[src/rtl/high_pass_filter.sv]
// Boxcar high-pass: data_o = x - mean(last DEPTH samples), recursive running sum
// over a circular history buffer held in single-port block RAM.
module high_pass_filter #(
  parameter int DWIDTH = 16,
  parameter int DEPTH  = 32
) (
  input  logic                     clk_i,
  input  logic                     rst_i,
  input  logic                     sample_tick_i,
  input  logic                     enable_i,
  input  logic signed [DWIDTH-1:0] data_i,
  output logic signed [DWIDTH-1:0] data_o,
  output logic                     valid_o,
  output logic                     ready_o,
  output logic                     overrun_o
);

  localparam int SH = $clog2(DEPTH);
  localparam int AW = DWIDTH + SH;

  typedef enum logic [2:0] {S_CLEAR, S_IDLE, S_READ, S_UPDATE, S_OUT} state_t;

  state_t state_reg, state_next;

  logic [SH-1:0]            clr_ptr_reg;
  logic [SH-1:0]            wptr_reg;
  logic signed [AW-1:0]     acc_reg;
  logic signed [AW-1:0]     acc_next;
  logic signed [DWIDTH-1:0] x_reg;
  logic signed [DWIDTH-1:0] sat_reg;
  logic signed [DWIDTH-1:0] data_reg;
  logic                     pend_reg;
  logic                     valid_reg;
  logic                     ready_reg;
  logic                     overrun_reg;

  logic signed [DWIDTH-1:0] mem [DEPTH];
  logic signed [DWIDTH-1:0] ram_q_reg;
  logic                     ram_we;
  logic [SH-1:0]            ram_addr;
  logic signed [DWIDTH-1:0] ram_wdata;

  logic signed [DWIDTH-1:0] mean;
  logic signed [DWIDTH:0]   hp;
  logic signed [DWIDTH-1:0] hp_sat;

  always_ff @(posedge clk_i or posedge rst_i) begin
    if (rst_i) state_reg <= S_CLEAR;
    else       state_reg <= state_next;
  end

  always_comb begin
    state_next = state_reg;
    ram_we     = 1'b0;
    ram_addr   = wptr_reg;
    ram_wdata  = x_reg;
    case (state_reg)
      S_CLEAR: begin
        ram_we    = 1'b1;
        ram_addr  = clr_ptr_reg;
        ram_wdata = '0;
        if (clr_ptr_reg == SH'(DEPTH - 1)) state_next = S_IDLE;
      end
      S_IDLE:   if (sample_tick_i) state_next = S_READ;
      S_READ:   state_next = S_UPDATE;
      S_UPDATE: begin
        ram_we     = 1'b1;
        state_next = S_OUT;
      end
      S_OUT:    state_next = S_IDLE;
      default:  state_next = S_CLEAR;
    endcase
  end

  // Read-first single-port RAM; the slot at wptr holds the sample leaving the window.
  always_ff @(posedge clk_i) begin
    if (ram_we) mem[ram_addr] <= ram_wdata;
    ram_q_reg <= mem[ram_addr];
  end

  assign acc_next = acc_reg + {{SH{x_reg[DWIDTH-1]}}, x_reg}
                            - {{SH{ram_q_reg[DWIDTH-1]}}, ram_q_reg};

  // Dropping the low SH bits of the sum is an arithmetic shift, i.e. floor division.
  assign mean = acc_reg[AW-1:SH];
  assign hp   = {x_reg[DWIDTH-1], x_reg} - {mean[DWIDTH-1], mean};

  always_comb begin
    hp_sat = hp[DWIDTH-1:0];
    if (hp[DWIDTH] != hp[DWIDTH-1])
      hp_sat = hp[DWIDTH] ? {1'b1, {(DWIDTH-1){1'b0}}} : {1'b0, {(DWIDTH-1){1'b1}}};
  end

  always_ff @(posedge clk_i or posedge rst_i) begin
    if (rst_i) begin
      clr_ptr_reg <= '0;
      wptr_reg    <= '0;
      acc_reg     <= '0;
      x_reg       <= '0;
      sat_reg     <= '0;
      data_reg    <= '0;
      pend_reg    <= 1'b0;
      valid_reg   <= 1'b0;
      ready_reg   <= 1'b0;
      overrun_reg <= 1'b0;
    end else begin
      pend_reg  <= 1'b0;
      valid_reg <= pend_reg;
      if (pend_reg) data_reg <= sat_reg;
      case (state_reg)
        S_CLEAR: begin
          clr_ptr_reg <= clr_ptr_reg + SH'(1);
          if (clr_ptr_reg == SH'(DEPTH - 1)) ready_reg <= 1'b1;
        end
        S_IDLE: if (sample_tick_i) x_reg <= data_i;
        S_READ: if (sample_tick_i) overrun_reg <= 1'b1;
        S_UPDATE: begin
          acc_reg  <= acc_next;
          wptr_reg <= wptr_reg + SH'(1);
          if (sample_tick_i) overrun_reg <= 1'b1;
        end
        S_OUT: begin
          // Output stage: valid_o lands four clocks after the sampling edge.
          sat_reg  <= hp_sat;
          pend_reg <= 1'b1;
          if (sample_tick_i) overrun_reg <= 1'b1;
        end
        default: ;
      endcase
    end
  end

  assign data_o    = enable_i ? data_reg : data_i;
  assign valid_o   = valid_reg;
  assign ready_o   = ready_reg;
  assign overrun_o = overrun_reg;

endmodule
[config.mk]
export PLATFORM = sky130hd
export DESIGN_NAME = high_pass_filter
export DESIGN_NICKNAME = d
export VERILOG_FILES = /design/src/rtl/high_pass_filter.sv
export SDC_FILE = /design/constraint.sdc
export NUM_CORES = 1
export LEC_CHECK = 0
export CORE_UTILIZATION = 40
export CTS_CLUSTER_DIAMETER = 120
export DETAILED_ROUTE_END_ITERATION = 10
export PLACE_DENSITY = 0.64
export SLEW_MARGIN = 10
export SYNTH_ARGS = -nofsm -noshare
export SYNTH_HDL_FRONTEND = slang
export SYNTH_SLANG_ARGS = --single-unit
[constraint.sdc]
create_clock -name clk_i -period 7.6 [get_ports clk_i]
set_input_delay 1.14 -clock clk_i [delete_from_list [all_inputs] [get_ports clk_i]]
set_output_delay 1.14 -clock clk_i [all_outputs]
set_load 0.03 [all_outputs]
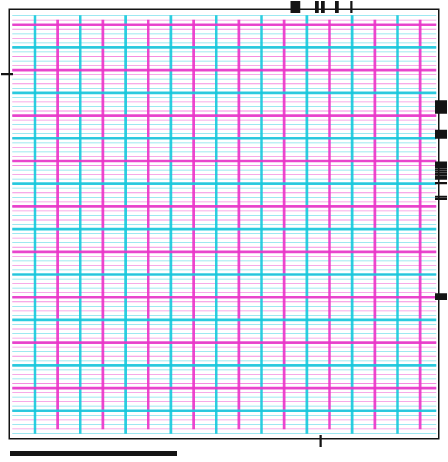
*Floorplan with the power grid, run 1*
Bar = 100 um. Pins as bars on the die edge.
VDD: marked magenta. VSS: marked cyan.
18 straps on met4. 39 signal pins sit on the boundary. 18 straps on met5. The core has 92 rows.
Die Y-Extent: 256 um
core area: 0.0635 sq mm
die width: 256 um

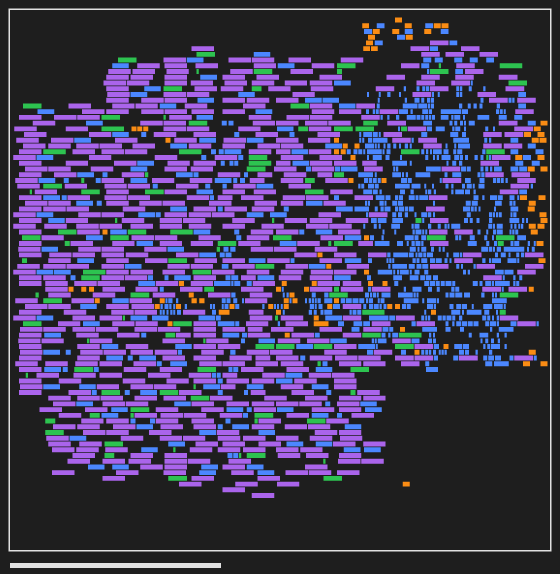
*Placement by cell class, run 1*
Bar = 100 um.
remaining buffers and delay cells: marked orange, cells 93, share of their area 2.8%. clock drivers and dummy loads: marked green, cells 111, share of their area 7.2%. combinational and other logic: marked blue, cells 847, share of their area 27%. sequential cells: marked purple, cells 614, share of their area 62%.
post-layout instance area: 0.0296 sq mm
row cnt: 92
final core utilization: 46.6%

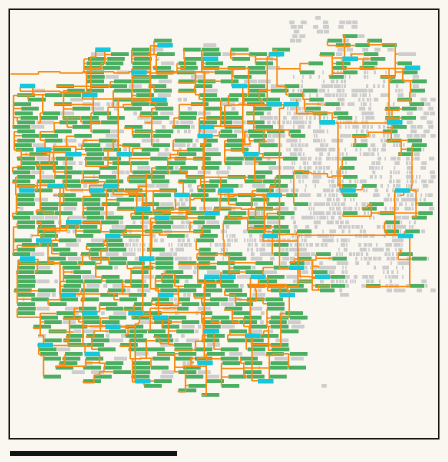
*Clock distribution, run 1*
Bar = 100 um.
clock drivers: marked cyan, count 59. flip-flops: marked green, count 614. clock wires: marked orange, length 6990 um.
Position of the flops: widely spread.
Skew-Pair Late Insertion Delay: 0.63 ns
final setup skew: 0.0354 ns

==> results_dict.tcl, run 1 <==
# collected from the flow reports
set metrics [dict create \
    status "completed" \
    hold_path.class "register to register" \
    edf_count 512 \
    numCtsBuffers 59 \
    buf_share_pct 2.75 \
    ff_type "edfxtp_1" \
    tritoncts "done" \
    worstPathRequired_ns 6.46 \
    syn-cell-area_sq_mm 0.0259 \
    largest_register_ffs 512 \
    wl_per_cell_um 23.4 \
    sh_seq_area_pct 60.2 \
    use_met2_pct 29.6 \
    ys_ff 614 \
    crit_top_cell "clkdlybuf4s50_1" \
    synth-xor-area-share_pct 1.05 \
    timing.hold.ws_ns 0.479 \
    top_area_cell "edfxtp_1" \
    slowest_delay_ns 0.97 \
    drive_gt1_share_pct 21.7 \
    grt_pass1_wl_um 90500 \
    finalNetCount 1696 \
    area_delta_synth_final_pct 14.5 \
    cts_root_buffer "clkbuf_16" \
    period_minus_slack_ns 4.27 \
    path_cells "clkdlybuf4s50_1, mux2_2, clkdlybuf4s50_1" \
    synth_cell_types 67 \
    maxCapViolCount 0 \
    synth.logic.top_family "multiplexers" \
    path_clk_slew_ns 0.06 \
    clkbuf_count 79 \
    hpwl_um 38300 \
    busiest_layer "met2" \
    dp_cells 2400 \
    yosys_warnings 0 \
    yosys_cells 1529 \
    dieArea_sq_mm 0.0657 \
    simple_gate_share_pct 4.27 \
    comb_area_sq_mm 0.00750 \
    portBuffers 38 \
    topCellsByArea "edfxtp_1 59%, mux4_2 11%, dfrtp_1 8.3%, ha_1 1.9%, a22oi_1 1.9%" \
    fp_util_pct 40.7 \
    max-slew-margin-rel_pct 17.8 \
    wirelength_um 58700 \
    inverters 90 \
    layout_top_cells "512 x edfxtp_1, 128 x mux4_2, 89 x inv_1" \
    synthTopCellsByCount "512 x edfxtp_1, 128 x mux4_2, 90 x inv_1" \
    crit_family "buffers and inverters" \
    arrival_ns 3.13 \
    htreeDepth 2 \
    ys_sh_adder_pct 3.56 \
    ys_sh_aoi_pct 6.76 \
    seq_cells 614 \
    grt_use_met1_pct 26.0 \
    cp_max_fo 16 \
    crit_path_end_kind "output pin" \
    ys_sh_mux_pct 12.9 \
    grt_max_degree 89 \
    min_period_over_period_pct 56.2 \
    globalRouteTotalUtil_pct 18.2 \
    routed_via_density 5.54 \
    fillers 5453 \
    num_antenna_cells 0 \
    rsz0062_at_grt "no" \
    max_slew.worst_pin.slew_ns 1.23 \
    final_cells 2511 \
    crit_buf_inv 2 \
    n_all_buffers 93 \
    vias 13900 \
    dr_wl_met3_um 3840 \
    timing.fmax_mhz 234 \
    syn_avg_cell_area_sq_um 16.9 \
    warnings 26 \
    grt.met3_usage_pct 2.59 \
    slowest_stage "clkdlybuf4s50_1" \
    boundaryPins 39 \
    largest_cell_class "sequential cells" \
    clockBufferDepth 3 \
    most_common_cell "edfxtp_1" \
    lay_top_count "edfxtp_1" \
    slew_viol_final 0 \
    tns_ns 0 \
    top_layer "met4" \
    comb_area_share_pct 25.3 \
    wl_met2_um 28400 \
    synthArstFlopShare_pct 14.0 \
    start_kind "input pin" \
    flop_area_sq_mm 0.0178 \
    hold_buffers 0 \
    ant_nets 0 \
    ys_seq_share_pct 69.0 \
    hold_violations 0 \
    gp_congestion 0.837 \
    antenna_found_initial 1 \
    ys_chip_area_sq_mm 0.0259 \
    nWellTaps 846 \
    post_cts_buffers 0 \
    grt_overflow 0 \
    firstDrtPassIters 6 \
    cts.repair.resized 0 \
    setup_viol_count_final 0 \
    comb_cells 757 \
    fp_nets 1610 \
    grt_pass1_vias 14200 \
    clk_share_pct 6.97 \
    drcViolationCount 0 \
    syn_inst 1529 \
    wl_met1_um 25400 \
    worstSetupPathType "input pin to output pin" \
    top_cell_area_share_pct 59.4 \
    clkSinkCount 614 \
    drt_iter0_markers 1491 \
]
run 1: final timing paths:
| path | startpoint | to | slack (ns) | cells after the start |
|---|---|---|---|---|
| max reg2reg | state_reg[0] | mem[2][7] | 3.45 | 6 |
| max | enable_i | data_o[6] | 3.33 | 3 |
| max in group asynchronous | rst_i | x_reg[6] | 5.59 | 3 |
| min in group asynchronous | rst_i | overrun_o | 0.82 | 2 |
| min | sat_reg[12] | sat_reg[12] | 0.48 | 2 |
| min reg2reg | sat_reg[12] | sat_reg[12] | 0.48 | 2 |
run 1: metrics by stage:
stage                     setup WS (ns)  cell area [sq um]
after global routing               3.23              29600
after detailed placement           3.32              27600
after global placement             3.35              27500
after CTS                          3.30              29600
final                              3.33              29600
after floorplan                    4.24              25900
### Metal layers overlaid, run 1

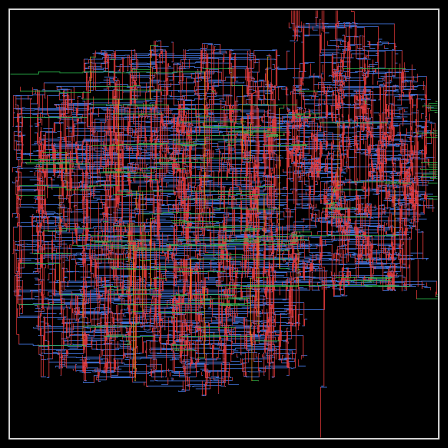

==> run 2, diff against run 1 <==
==> constraint.sdc (replaced) <==
create_clock -name clk_i -period 4 [get_ports clk_i]
set_input_delay 0.6 -clock clk_i [delete_from_list [all_inputs] [get_ports clk_i]]
set_output_delay 0.6 -clock clk_i [all_outputs]
set_load 0.03 [all_outputs]
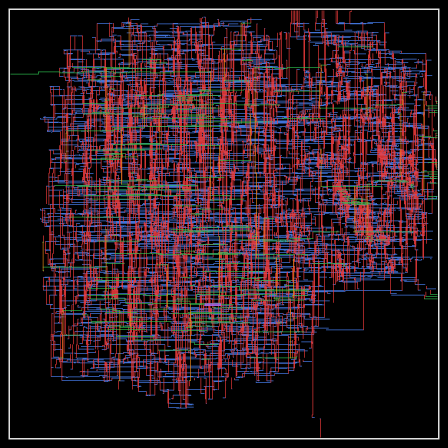
*Metal layers overlaid, run 2*
metal 3: marked green, wire length 3620 um. metal 4: marked orange, wire length 1020 um. metal 1: marked blue, wire length 26.0 mm. metal 5: marked purple, wire length 8.30 um. metal 2: marked red, wire length 29.8 mm.
overall routed net length: 60500 um
WL per Instance: 23.7 um

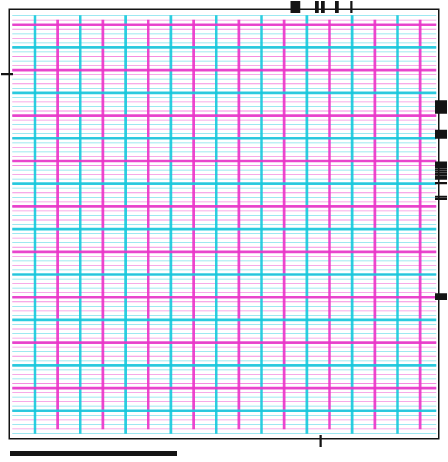
*Floorplan with the power grid, run 2*
Bar = 100 um. Pins as bars on the die edge.
VDD: marked magenta. VSS: marked cyan.
18 straps on met5. The core has 92 rows.

==> run 2 against run 1 <==
Final cell count up 1.5%. Setup slack worse by 2.8 ns. Clock skew is 0.014 ns lower. Die size did not move. Non-clock buffer count is 26 higher. Synthesized cell count did not move.
==> results_dict.tcl, run 2 <==
# collected from the flow reports
set metrics [dict create \
    status "completed" \
    most_common_cell "edfxtp_1" \
    area_delta_synth_final_pct 16.1 \
    clkSinkCount 614 \
    synthArstFlopShare_pct 14.0 \
    ff_type "edfxtp_1" \
    ant_nets 0 \
    rr_startpoint "state_reg[0]" \
    portBuffers 38 \
    cp-endpoint "ram_q_reg[2]" \
    grt_pass1_wl_um 92400 \
    min_period_over_period_pct 85.7 \
    min-delay-start "overrun_o" \
    slowest_delay_ns 0.84 \
    clockBufferDepth 3 \
    top_cell_area_share_pct 59.4 \
    top_area_cell "edfxtp_1" \
    busiest_layer "met2" \
    ys_ff 614 \
    start_kind "register" \
    grt_pass1_vias 14400 \
    gp_congestion 0.863 \
    ys_chip_area_sq_mm 0.0259 \
    path_cells "nor3_4, buf_4, mux2_2, nor2_1, buf_4, a22oi_1, nand4_1" \
    firstDrtPassIters 5 \
    place_ws_ns 0.678 \
    drt_iter0_markers 1569 \
    grt_max_degree 55 \
    drcViolationCount 0 \
    core_area_sq_mm 0.0635 \
    crit_top_cell "buf_4" \
    edf_count 512 \
    crit_cells 7 \
    lay_top_count "edfxtp_1" \
    grt.met3_usage_pct 3.45 \
    numCtsBuffers 67 \
    hold_path.class "register to register" \
    rsz0062_at_grt "no" \
    dieArea_sq_mm 0.0657 \
    layout_top_cells "512 x edfxtp_1, 128 x mux4_2, 89 x inv_1" \
    boundaryPins 39 \
    fp_nets 1610 \
    die_x_um 256 \
    ys_seq_share_pct 69.0 \
    skew_ns 0.0218 \
    grt_overflow 0 \
    hold_buffers 0 \
    rr_worst_depth 7 \
    slowest_stage "nor2_1" \
    finalNetCount 1730 \
    htreeDepth 3 \
    dr_wl_met3_um 3620 \
    setup.worst_path.start "state_reg[0]" \
    arrival_ns 3.97 \
    r2r_slack_ns 0.57 \
    grt_use_met1_pct 25.7 \
    hold_depth 1 \
    synthTopCellsByCount "512 x edfxtp_1, 128 x mux4_2, 90 x inv_1" \
    yosys_warnings 0 \
    clock_latency_ns 0.60 \
    crit_buf_inv 2 \
    path_clk_slew_ns 0.06 \
    crit_path_end_kind "register" \
    maxCapViolCount 0 \
    drive_gt1_share_pct 22.9 \
    final_cells 2548 \
    place_area_sq_mm 0.0278 \
    tritoncts "done" \
    syn_inst 1529 \
    cp_max_fo 38 \
    routed_via_density 5.59 \
    largest_register_ffs 512 \
    hold_violations 0 \
    die_y_um 256 \
    max_slew.worst_pin.slew_ns 1.21 \
    fp_util_pct 40.7 \
    wl_met2_um 29800 \
    hpwl_um 39200 \
    slew_viol_final 0 \
    timing.hold.ws_ns 0.475 \
    worstSetupPathType "register to register" \
    period_minus_slack_ns 3.43 \
    vias 14200 \
    topCellsByArea "edfxtp_1 59%, mux4_2 11%, dfrtp_1 8.3%, ha_1 1.9%, a22oi_1 1.9%" \
    timing.fmax_mhz 292 \
    synth_cell_types 67 \
    use_met2_pct 31.0 \
    reg2reg_to "ram_q_reg[2]" \
    syn-cell-area_sq_mm 0.0259 \
    antenna_found_initial 1 \
    fillers 5343 \
    syn_avg_cell_area_sq_um 16.9 \
    tns_ns 0 \
    final_area_sq_mm 0.0300 \
    warnings 26 \
    cts_root_buffer "clkbuf_16" \
    dp_cells 2426 \
    wl_met1_um 26000 \
    cts.repair.resized 0 \
    worstPathRequired_ns 4.54 \
    num_antenna_cells 0 \
    top_layer "met5" \
    yosys_cells 1529 \
    rows 92 \
    hold_end "overrun_o" \
    crit_family "simple AND/OR/NAND/NOR gates" \
    final_util_pct 47.3 \
    setup_slack_ns 0.572 \
    globalRouteTotalUtil_pct 18.7 \
    post_cts_buffers 0 \
    max-slew-margin-rel_pct 19.3 \
    setup_viol_count_final 0 \
]
[run 2: cell counts after synthesis]
Identical to the previous run, type by type.
[run 2: cells by family (layout without fill, tap and decap cells)]
family / count (synthesis) / in the layout / synth area share [%]
DFF: 614 / 614 / 69.0
AOI/OAI and AO/OA: 255 / 255 / 6.76
and+or+nand+nor: 240 / 240 / 4.27
muxes: 170 / 170 / 12.9
buffers and inverters: 158 / 331 / 2.45
adders and majority gates: 61 / 61 / 3.56
xor gates and xnor gates: 31 / 31 / 1.05
[run 2: layout make-up]
type                    count  area (sq um)  area share, %
clock buffers              98          1970           6.54
inverters                  90           339           1.13
repair buffers            119          1080           3.58
flip-flops and latches    614         17800           59.4
well taps                 846          1060           3.52
multi-input cells         757          7510           25.0
clock inverters            24           241          0.804
### Track usage over the die, run 2

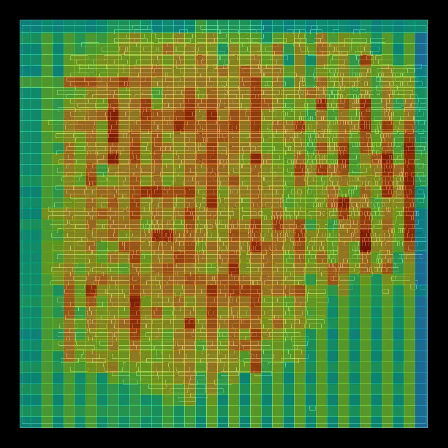

==> run 3, diff against run 2 <==
--- a/config.mk
+++ b/config.mk
@@ -6,9 +6,8 @@
 export NUM_CORES = 1
 export LEC_CHECK = 0
 export CORE_UTILIZATION = 40
-export CTS_CLUSTER_DIAMETER = 120
 export DETAILED_ROUTE_END_ITERATION = 10
-export PLACE_DENSITY = 0.64
+export PLACE_DENSITY = 0.54
 export SLEW_MARGIN = 10
 export SYNTH_ARGS = -nofsm -noshare
 export SYNTH_HDL_FRONTEND = slang
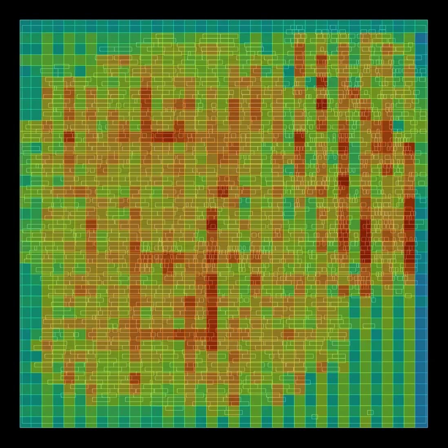
*Track usage over the die, run 3*
all-layer global routing usage: 19.5%
met3 usage: 3.21%
met1 Use GR: 27.3%

==> run 3 against run 2 <==
Design area barely moved. First-iteration DRC count fell by 17%. Sequential cell count did not move. Critical path depth did not move. Synthesized cell count did not move. Wire length rose by 3.8%. Hold slack barely moved. Non-clock buffer count rose by 7.
==> results_dict.tcl, run 3 <==
# collected from the flow reports
set metrics [dict create \
    status "completed" \
    area_delta_synth_final_pct 16.0 \
    synth.logic.top_family "multiplexers" \
    dp_cells 2433 \
    use_met2_pct 31.6 \
    edf_count 512 \
    rows 92 \
    finalNetCount 1737 \
    boundaryPins 39 \
    cp_max_fo 39 \
    worstSetupPathType "register to register" \
    final_cells 2551 \
    ys_ff 614 \
    drive_gt1_share_pct 22.9 \
    hold_end "overrun_o" \
    cts_root_buffer "clkbuf_16" \
    timing.fmax_mhz 305 \
    final_util_pct 47.2 \
    rr_worst_depth 7 \
    grt_pass1_vias 14400 \
    maxCapViolCount 0 \
    final_area_sq_mm 0.0300 \
    wirelength_um 62800 \
    hold_violations 0 \
    clkSinkCount 614 \
    tns_ns 0 \
    synthTopCellsByCount "512 x edfxtp_1, 128 x mux4_2, 90 x inv_1" \
    clockBufferDepth 3 \
    top_area_cell "edfxtp_1" \
    ys_chip_area_sq_mm 0.0259 \
    timing.hold.ws_ns 0.475 \
    largest_register_ffs 512 \
    synth-xor-area-share_pct 1.05 \
    topCellsByArea "edfxtp_1 59%, mux4_2 11%, dfrtp_1 8.3%, ha_1 1.9%, a22oi_1 1.9%" \
    place_area_sq_mm 0.0279 \
    syn-cell-area_sq_mm 0.0259 \
    start_kind "register" \
    min_period_over_period_pct 81.9 \
    hold_path.class "register to register" \
    vias 14000 \
    warnings 26 \
    routed_via_density 5.47 \
    drcViolationCount 0 \
    top_layer "met4" \
    syn_avg_cell_area_sq_um 16.9 \
    htreeDepth 3 \
    path_cells "nor3_4, mux2i_4, buf_12, buf_4, mux4_2, a22oi_1, nand4_1" \
    crit_buf_inv 2 \
    ys_sh_adder_pct 3.56 \
    gp_congestion 0.863 \
    path_clk_slew_ns 0.06 \
    antenna_found_initial 0 \
    core_area_sq_mm 0.0635 \
    ant_nets 0 \
    firstDrtPassIters 4 \
    wl_met2_um 30800 \
    portBuffers 38 \
]
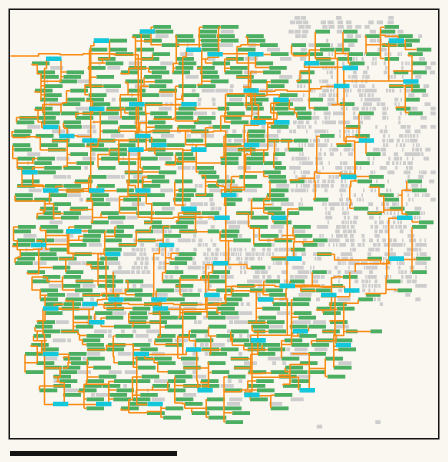
*Clock distribution, run 3*
Bar = 100 um.
clock wires: marked orange, length 7490 um. flip-flops: marked green, count 614. clock drivers: marked cyan, count 67.
There are 68 routed clock nets.
Skew-Pair Late Insertion Delay: 0.60 ns
final setup skew: 0.0261 ns

run 3: cell counts after synthesis:
No cell type changed its count.
run 3: cell type report:
type	count	area, sq um
fill	5472	33500
clock buffer	89	1830
clock inverter	29	280
multi-input combinational	757	7520
tap	846	1060
timing repair buffer	126	1140
sequential	614	17800
inverter	90	340
run 3: how the worst max path moves through the flow:
stage / startpoint / slack, ns / endpoint
floorplan: x_reg[15] / 1.01 / acc_reg[18]
global placement: x_reg[1] / 0.77 / acc_reg[17]
detailed placement: x_reg[1] / 0.75 / acc_reg[17]
CTS: x_reg[1] / 0.73 / acc_reg[17]
global route: x_reg[1] / 0.52 / acc_reg[17]
finish: state_reg[0] / 0.72 / ram_q_reg[13]
